File: src/rtl/sync_sum_join_if.sv
// Channel bundle for sync_sum_join: two 4-phase input channels (L1, L2) and one output channel (R).
// The master is the environment side; the slave is the join-and-add stage.
interface sync_sum_join_if #(
    parameter int WIDTH_IN  = 8,
    parameter int WIDTH_OUT = 13
);
    logic                 L1_req;
    logic [WIDTH_IN-1:0]  L1_data;
    logic                 L1_ack;
    logic                 L2_req;
    logic [WIDTH_IN-1:0]  L2_data;
    logic                 L2_ack;
    logic                 R_req;
    logic [WIDTH_OUT-1:0] R_data;
    logic                 R_ack;

    modport master (
        output L1_req, L1_data, L2_req, L2_data, R_ack,
        input  L1_ack, L2_ack, R_req, R_data
    );

    modport slave (
        input  L1_req, L1_data, L2_req, L2_data, R_ack,
        output L1_ack, L2_ack, R_req, R_data
    );
endinterface

File: src/rtl/sync_sum_join.sv
// Clocked two-input join-and-add stage with 4-phase req/ack on every channel.
// Define SUM_SIGNED_EN to treat operands as two's complement (sign-extended before the add).
module sync_sum_join #(
    parameter int WIDTH_IN  = 8,
    parameter int WIDTH_OUT = 13
) (
    input  logic            clk,
    input  logic            rst_n,
    sync_sum_join_if.slave  bus
);
    if (WIDTH_OUT < WIDTH_IN + 1) begin : g_width_check
        $error("sync_sum_join: WIDTH_OUT must be >= WIDTH_IN+1");
    end

    localparam int EXT = WIDTH_OUT - WIDTH_IN;

    logic                 r_j;
    logic                 r_s;
    logic [WIDTH_OUT-1:0] r_data;
    logic                 w_s_next;
    logic [WIDTH_OUT-1:0] w_op1;
    logic [WIDTH_OUT-1:0] w_op2;
    logic [WIDTH_OUT-1:0] w_sum;

`ifdef SUM_SIGNED_EN
    assign w_op1 = {{EXT{bus.L1_data[WIDTH_IN-1]}}, bus.L1_data};
    assign w_op2 = {{EXT{bus.L2_data[WIDTH_IN-1]}}, bus.L2_data};
`else
    assign w_op1 = {{EXT{1'b0}}, bus.L1_data};
    assign w_op2 = {{EXT{1'b0}}, bus.L2_data};
`endif

    assign w_sum = w_op1 + w_op2;

    // Output C-element: joined request gated by the inverted consumer acknowledge.
    always_comb begin
        w_s_next = r_s;
        if (r_j && !bus.R_ack) begin
            w_s_next = 1'b1;
        end else if (!r_j && bus.R_ack) begin
            w_s_next = 1'b0;
        end else begin
            w_s_next = r_s;
        end
    end

    // Input join, output state and the result hold register (captures while s is headed high).
    always_ff @(posedge clk) begin
        if (!rst_n) begin
            r_j    <= 1'b0;
            r_s    <= 1'b0;
            r_data <= {WIDTH_OUT{1'b0}};
        end else begin
            if (bus.L1_req && bus.L2_req) begin
                r_j <= 1'b1;
            end else if (!bus.L1_req && !bus.L2_req) begin
                r_j <= 1'b0;
            end else begin
                r_j <= r_j;
            end
            r_s <= w_s_next;
            if (w_s_next) begin
                r_data <= w_sum;
            end else begin
                r_data <= r_data;
            end
        end
    end

    assign bus.L1_ack = r_s;
    assign bus.L2_ack = r_s;
    assign bus.R_req  = r_s;
    assign bus.R_data = r_data;
endmodule

File: src/flat_wrapper.sv
// flat-port wrapper written by rule: the top's interface ports become plain ports
module sync_sum_join_flat 
#(
    parameter int WIDTH_IN  = 8,
    parameter int WIDTH_OUT = 13
)
  (clk, rst_n, bus_L1_req, bus_L1_data, bus_L2_req, bus_L2_data, bus_R_ack, bus_L1_ack, bus_L2_ack, bus_R_req, bus_R_data);
  sync_sum_join_if #(.WIDTH_IN(WIDTH_IN), .WIDTH_OUT(WIDTH_OUT)) bus_i ();
  input  logic clk;
  input  logic rst_n;
  input wire logic [$bits(bus_i.L1_req)-1:0] bus_L1_req;
  input wire logic [$bits(bus_i.L1_data)-1:0] bus_L1_data;
  input wire logic [$bits(bus_i.L2_req)-1:0] bus_L2_req;
  input wire logic [$bits(bus_i.L2_data)-1:0] bus_L2_data;
  input wire logic [$bits(bus_i.R_ack)-1:0] bus_R_ack;
  output wire logic [$bits(bus_i.L1_ack)-1:0] bus_L1_ack;
  output wire logic [$bits(bus_i.L2_ack)-1:0] bus_L2_ack;
  output wire logic [$bits(bus_i.R_req)-1:0] bus_R_req;
  output wire logic [$bits(bus_i.R_data)-1:0] bus_R_data;
  assign bus_i.L1_req = bus_L1_req;
  assign bus_i.L1_data = bus_L1_data;
  assign bus_i.L2_req = bus_L2_req;
  assign bus_i.L2_data = bus_L2_data;
  assign bus_i.R_ack = bus_R_ack;
  assign bus_L1_ack = bus_i.L1_ack;
  assign bus_L2_ack = bus_i.L2_ack;
  assign bus_R_req = bus_i.R_req;
  assign bus_R_data = bus_i.R_data;
  sync_sum_join #(.WIDTH_IN(WIDTH_IN), .WIDTH_OUT(WIDTH_OUT)) u_core (.clk(clk), .rst_n(rst_n), .bus(bus_i));
endmodule
File: config.mk
export PLATFORM = sky130hd
export DESIGN_NAME = sync_sum_join_flat
export DESIGN_NICKNAME = d
export VERILOG_FILES = /design/src/rtl/sync_sum_join_if.sv /design/src/rtl/sync_sum_join.sv /design/src/flat_wrapper.sv
export SDC_FILE = /design/constraint.sdc
export NUM_CORES = 1
export LEC_CHECK = 0
export CAP_MARGIN = 20
export CELL_PAD_IN_SITES_DETAIL_PLACEMENT = 2
export CELL_PAD_IN_SITES_GLOBAL_PLACEMENT = 2
export CORE_MARGIN = 5
export CORE_UTILIZATION = 22
export DETAILED_ROUTE_END_ITERATION = 8
export PLACE_DENSITY = 0.82
export SLEW_MARGIN = 0
export SYNTH_ARGS = -nofsm -noshare
export SYNTH_HDL_FRONTEND = slang
export SYNTH_SLANG_ARGS = --single-unit
File: constraint.sdc
create_clock -name clk -period 2.4 [get_ports clk]
set_clock_uncertainty 0.05 [all_clocks]
set_input_delay 0.72 -clock clk [delete_from_list [all_inputs] [get_ports clk]]
set_output_delay 0.72 -clock clk [all_outputs]
set_load 0.05 [all_outputs]
Figure 1. Metal 1 (run 1).
Scale: 6 px per micron.
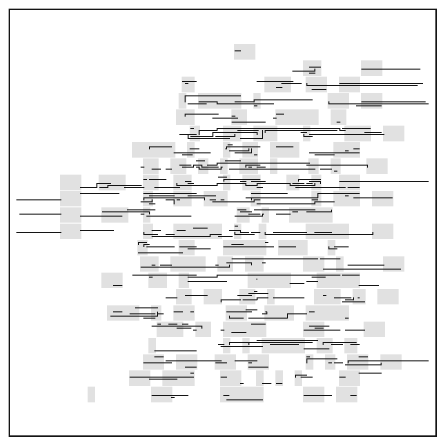
- nets with wire on the layer: 139
- main direction: horizontal
- longest straight run: 20.5 microns

Figure 2. The metal 2 layer (run 1).
Scale: 6 px per micron.
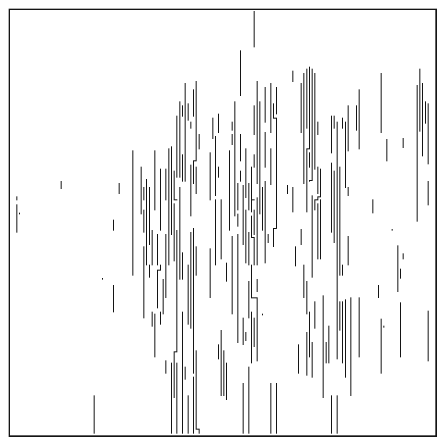
- wire length on this layer: 1470 microns
- share of all routed wire: 53%
- longest straight run: 39.4 microns

Figure 3. The metal 3 layer (run 1).
Scale: 4 px per micron.
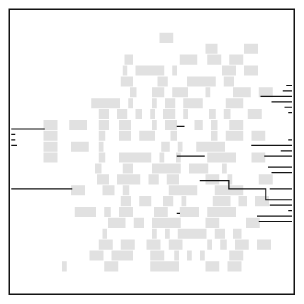
- wire length on this layer: 138 microns
- longest straight run: 14.9 microns
- main direction: horizontal
- nets with wire on the layer: 24

==> results.toml, run 1 <==
# synthesis and place-and-route metrics
[status]
outcome = "finished, final reports clean"

[finish]
regArea_sq_um = 220
final_cells = 176
syn_to_final_growth_pct = 53.5
fin_util_pct = 34.5
fillers = 423

[placement]
place_congestion = 0.768
placed_area_sq_um = 1180
dpl.hpwl_microns = 2230
portBuffers = 32
dp.cells = 171

[synth]
syn-cell-area_sq_um = 816
yosysSeqAreaShare_pct = 27.0
async_reset_ff_share_pct = 0
edf_count = 0
synth-main-ff-cell = "dfxtp_1"
top_area_cell = "dfxtp_1"
synthCells = 93
avgSynthCellArea_sq_um = 8.77
yosysChipArea_sq_um = 816
ys_cells = 93
yosys_register_bits = 11
synth.distinct_cells = 35

[timing]
finalSetupTns_ns = 0
slew_headroom_pct = 62.2
worst_slack_ns = 0.0572
finalCritPeriodShare_pct = 97.6
hold_viol = 0
period_needed_ns = 2.34

[floorplan]
initCoreUtil_pct = 22.5
core_sq_um = 3630
die_area_sq_um = 5030

[grt]
grt_pass1_vias = 900
grt_start_max_net_pins = 17
grt_use_total_pct = 10.8
grt_pass1_wl_microns = 4320

[cts]
cts_tree = "yes"
insertion_delay_ns = 0.24
cts_root_buf = "clkbuf_8"
cts_made_buffers = 3
cts_hold_buffers = 0

[routing]
first_iter_violations = 17
vias_per_cell = 4.72
drt-pass1-iter-count = 2
wire_per_inst_microns = 15.6

[run]
drv_cap = 0

[pwr]
peakVddDrop_v = 0.000158

[critical_path]
critPathLaunchType = "input pin"
==> run 1: final timing paths <==
path                                     start                                end  slack [ns]  cells past startpoint
min          u_core.bus.R_data[3]$_SDFFE_PN0P_  u_core.bus.R_data[3]$_SDFFE_PN0P_        0.43                      2
max reg2reg       u_core.bus.L1_ack$_SDFF_PN0_  u_core.bus.R_data[3]$_SDFFE_PN0P_        0.82                      4
max                             bus_L1_data[0]  u_core.bus.R_data[4]$_SDFFE_PN0P_        0.06                      7
min reg2reg  u_core.bus.R_data[3]$_SDFFE_PN0P_  u_core.bus.R_data[3]$_SDFFE_PN0P_        0.43                      2
==> run 1: cells in the final DEF, fill, tap and decap left out, types with 2 or more instances in the layout <==
cell / instances
a211o_1: 2
inv_1: 4
clkbuf_8: 3
nor2_1: 6
o21ai_0: 3
mux2i_1: 3
nand2_1: 8
a211oi_1: 3
ha_2: 2
clkdlybuf4s50_1: 32
buf_4: 5
o2111ai_1: 4
dfxtp_1: 11
conb_1: 4
ha_1: 7
a21oi_1: 7
nand3_1: 2
==> run 1: cell type report <==
type	instances	area share, %
multi-input combinational	72	44.3
timing repair buffer	37	28.6
sequential	11	17.6
tap	48	4.80
clock buffer	4	3.60
inverter	4	1.20
==> run 1: synthesized netlist by cell type (2+ instances only) <==
cell type  number
ha_1            9
o2111ai_1       4
nand3_1         2
nor2_1          6
mux2i_1         3
a211oi_1        4
nand2_1         8
dfxtp_1        11
inv_1           4
buf_4           7
a21oi_1         7
a211o_1         2
o21ai_0         4
==> run 1: repair_timing <==
item                                    4_1_cts  5_1_grt
resized                                       3        4
endpoints found under the setup margin        3        4
setup buffers                                 1        0
pin swaps                                     7        1
==> run 1: worst max-delay path, cell delays in order <==
cell	delay [ns]
clkdlybuf4s50_1	0.41
ha_2	0.21
fa_2	0.39
a21o_2	0.22
a211o_1	0.26
o211ai_1	0.11
a21oi_1	0.10
==> run 1: flip-flops by register name, summed over array words and instances (netlist names) <==
| name | cells |
|---|---|
| u_core.bus.L1_ack | 1 |
| u_core.bus.R_data | 9 |
| u_core.r_j | 1 |
==> run 1: report_power, final <==
| group | switching, mW | total, mW | internal [mW] | leakage, nW |
|---|---|---|---|---|
| Sequential | 0.00464 | 0.195 | 0.190 | 0.0891 |
| Combinational | 0.116 | 0.208 | 0.0916 | 0.373 |
| Clock | 0.0697 | 0.186 | 0.117 | 0.0228 |
==> run 1: kinds of logic after synthesis <==
group	share of synthesized area, %
flops	27.0
buf+inv	9.35
fa+ha+maj	16.3
compound gates	27.1
simple gates	15.0
xor+xnor	1.07
other cells	0.460
mux	3.68
==> run 1: routing by layer <==
metal,vias up,part of all wire [%],track usage (%)
met4,0,0.76,3.13
li1,403,-,-
met2,26,53,20.9
met5,-,0,0
met1,398,41,11.6
met3,3,5.0,2.41
==> run 1 -> run 2 <==
CTS_CLUSTER_SIZE = 25   (was not set)
Figure 4. Metal 1 (run 2).
Scale: 6 px per micron.
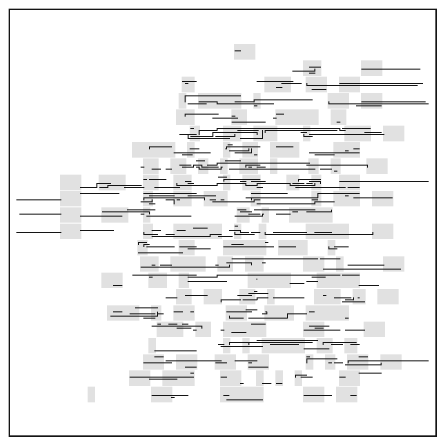
- nets with wire on the layer: 139
- main direction: horizontal
- share of all routed wire: 41%
- longest straight run: 20.5 microns
- wire length on this layer: 1120 microns

==> results.toml, run 2 <==
# synthesis and place-and-route metrics
[status]
outcome = "finished, final reports clean"

[finish]
fillers = 423
fin_util_pct = 34.5
lay_top_cells = "clkdlybuf4s50_1 (32), dfxtp_1 (11), nand2_1 (8)"

[worst_hold_path]
hold_start = "u_core.bus.R_data[3]$_SDFFE_PN0P_"
whs_path_depth = 2

[routing]
drt-pass1-iter-count = 2
first_iter_violations = 17

[cts]
cts_tree = "yes"
cts_root_buf = "clkbuf_8"
cts_hold_buffers = 0

[timing]
worst_slack_ns = 0.0572
period_needed_ns = 2.34

[synth]
avgSynthCellArea_sq_um = 8.77
synth-main-ff-cell = "dfxtp_1"
synthCells = 93
ys_cells = 93
top_logic_kind = "AND-OR/OR-AND gates"
synthAoiAreaFrac_pct = 27.1
yosys-top-cells-count = "dfxtp_1 (11), ha_1 (9), nand2_1 (8)"
async_reset_ff_share_pct = 0
most_common_cell = "dfxtp_1"
ys_sh_adder_pct = 16.3
synth.distinct_cells = 35
ys_sh_xor_pct = 1.07
yosysChipArea_sq_um = 816
syn-cell-area_sq_um = 816

[critical_path]
r2r_end = "u_core.bus.R_data[3]$_SDFFE_PN0P_"
r2r_setup_slack_ns = 0.82
reg2reg_depth = 4

[floorplan]
core_sq_um = 3630

[placement]
portBuffers = 32
Figure 5. The metal 3 layer (run 2).
Scale: 4 px per micron.
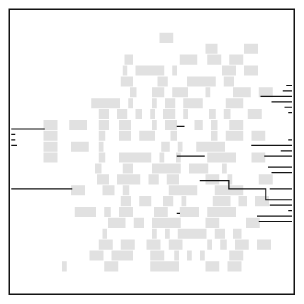
- share of all routed wire: 5.0%
- wire length on this layer: 138 microns
- nets with wire on the layer: 24
- main direction: horizontal
- longest straight run: 14.9 microns

-- run 2: metal layers --
| metal | routed length, microns | track usage, % |
|---|---|---|
| met5 | 0 | 0 |
| met3 | 137 | 2.41 |
| met2 | 1470 | 20.9 |
| met4 | 21 | 3.13 |
| met1 | 1120 | 11.6 |
-- run 2: layout make-up --
class                      instances  area, sq um  share of cell area, %
multi-input combinational         72          554                   44.3
inverter                           4         15.0                   1.20
tap                               48         60.1                   4.80
sequential                        11          220                   17.6
timing repair buffer              37          358                   28.6
clock buffer                       4         45.0                   3.60
-- run 2: worst max path at each step --
| stage | from | endpoint | slack (ns) |
|---|---|---|---|
| finish | bus_L1_data[0] | u_core.bus.R_data[4]$_SDFFE_PN0P_ | 0.06 |
| global route | bus_L2_data[2] | u_core.bus.R_data[7]$_SDFFE_PN0P_ | -0.002 |
| CTS | bus_L1_data[0] | u_core.bus.R_data[4]$_SDFFE_PN0P_ | 0.02 |
| detailed placement | bus_L2_data[0] | u_core.bus.R_data[6]$_SDFFE_PN0P_ | -0.43 |
| global placement | bus_L2_data[0] | u_core.bus.R_data[6]$_SDFFE_PN0P_ | -0.34 |
| floorplan | bus_L2_data[0] | u_core.bus.R_data[6]$_SDFFE_PN0P_ | 0.16 |
-- run 2: repair_timing --
| item | CTS | global route |
|---|---|---|
| resized | 3 | 4 |
| setup endpoints to repair | 3 | 4 |
| setup buffers | 1 | 0 |
| pin swaps | 7 | 1 |
-- run 2: where the power goes --
| group | internal (mW) | switching [mW] |
|---|---|---|
| Clock | 0.117 | 0.0697 |
| Sequential | 0.190 | 0.00464 |
| Combinational | 0.0916 | 0.116 |
| Total | 0.399 | 0.190 |
-- run 2: worst max-delay path: stages --
cell             delay, ns
clkdlybuf4s50_1       0.41
ha_2                  0.21
fa_2                  0.39
a21o_2                0.22
a211o_1               0.26
o211ai_1              0.11
a21oi_1               0.10
-- run 2: logic make-up after synthesis --
kind of cell    after synthesis
compound gates               30
simple gates                 24
buf+inv                      13
flops                        11
fa+ha+maj                    10
mux                           3
other cells                   1
xor+xnor                      1
-- run 2: stage by stage --
step	TNS, ns	hold WS (ns)	area [sq um]	std cells
floorplan	0	0.437	827	96
global placement	-1.16	0.392	1180	171
detailed placement	-1.48	0.404	1180	171
CTS	0	0.443	1240	176
global route	-0.00232	0.450	1250	176
finish	0	0.434	1250	176
Power and IR drop assume default switching activity.
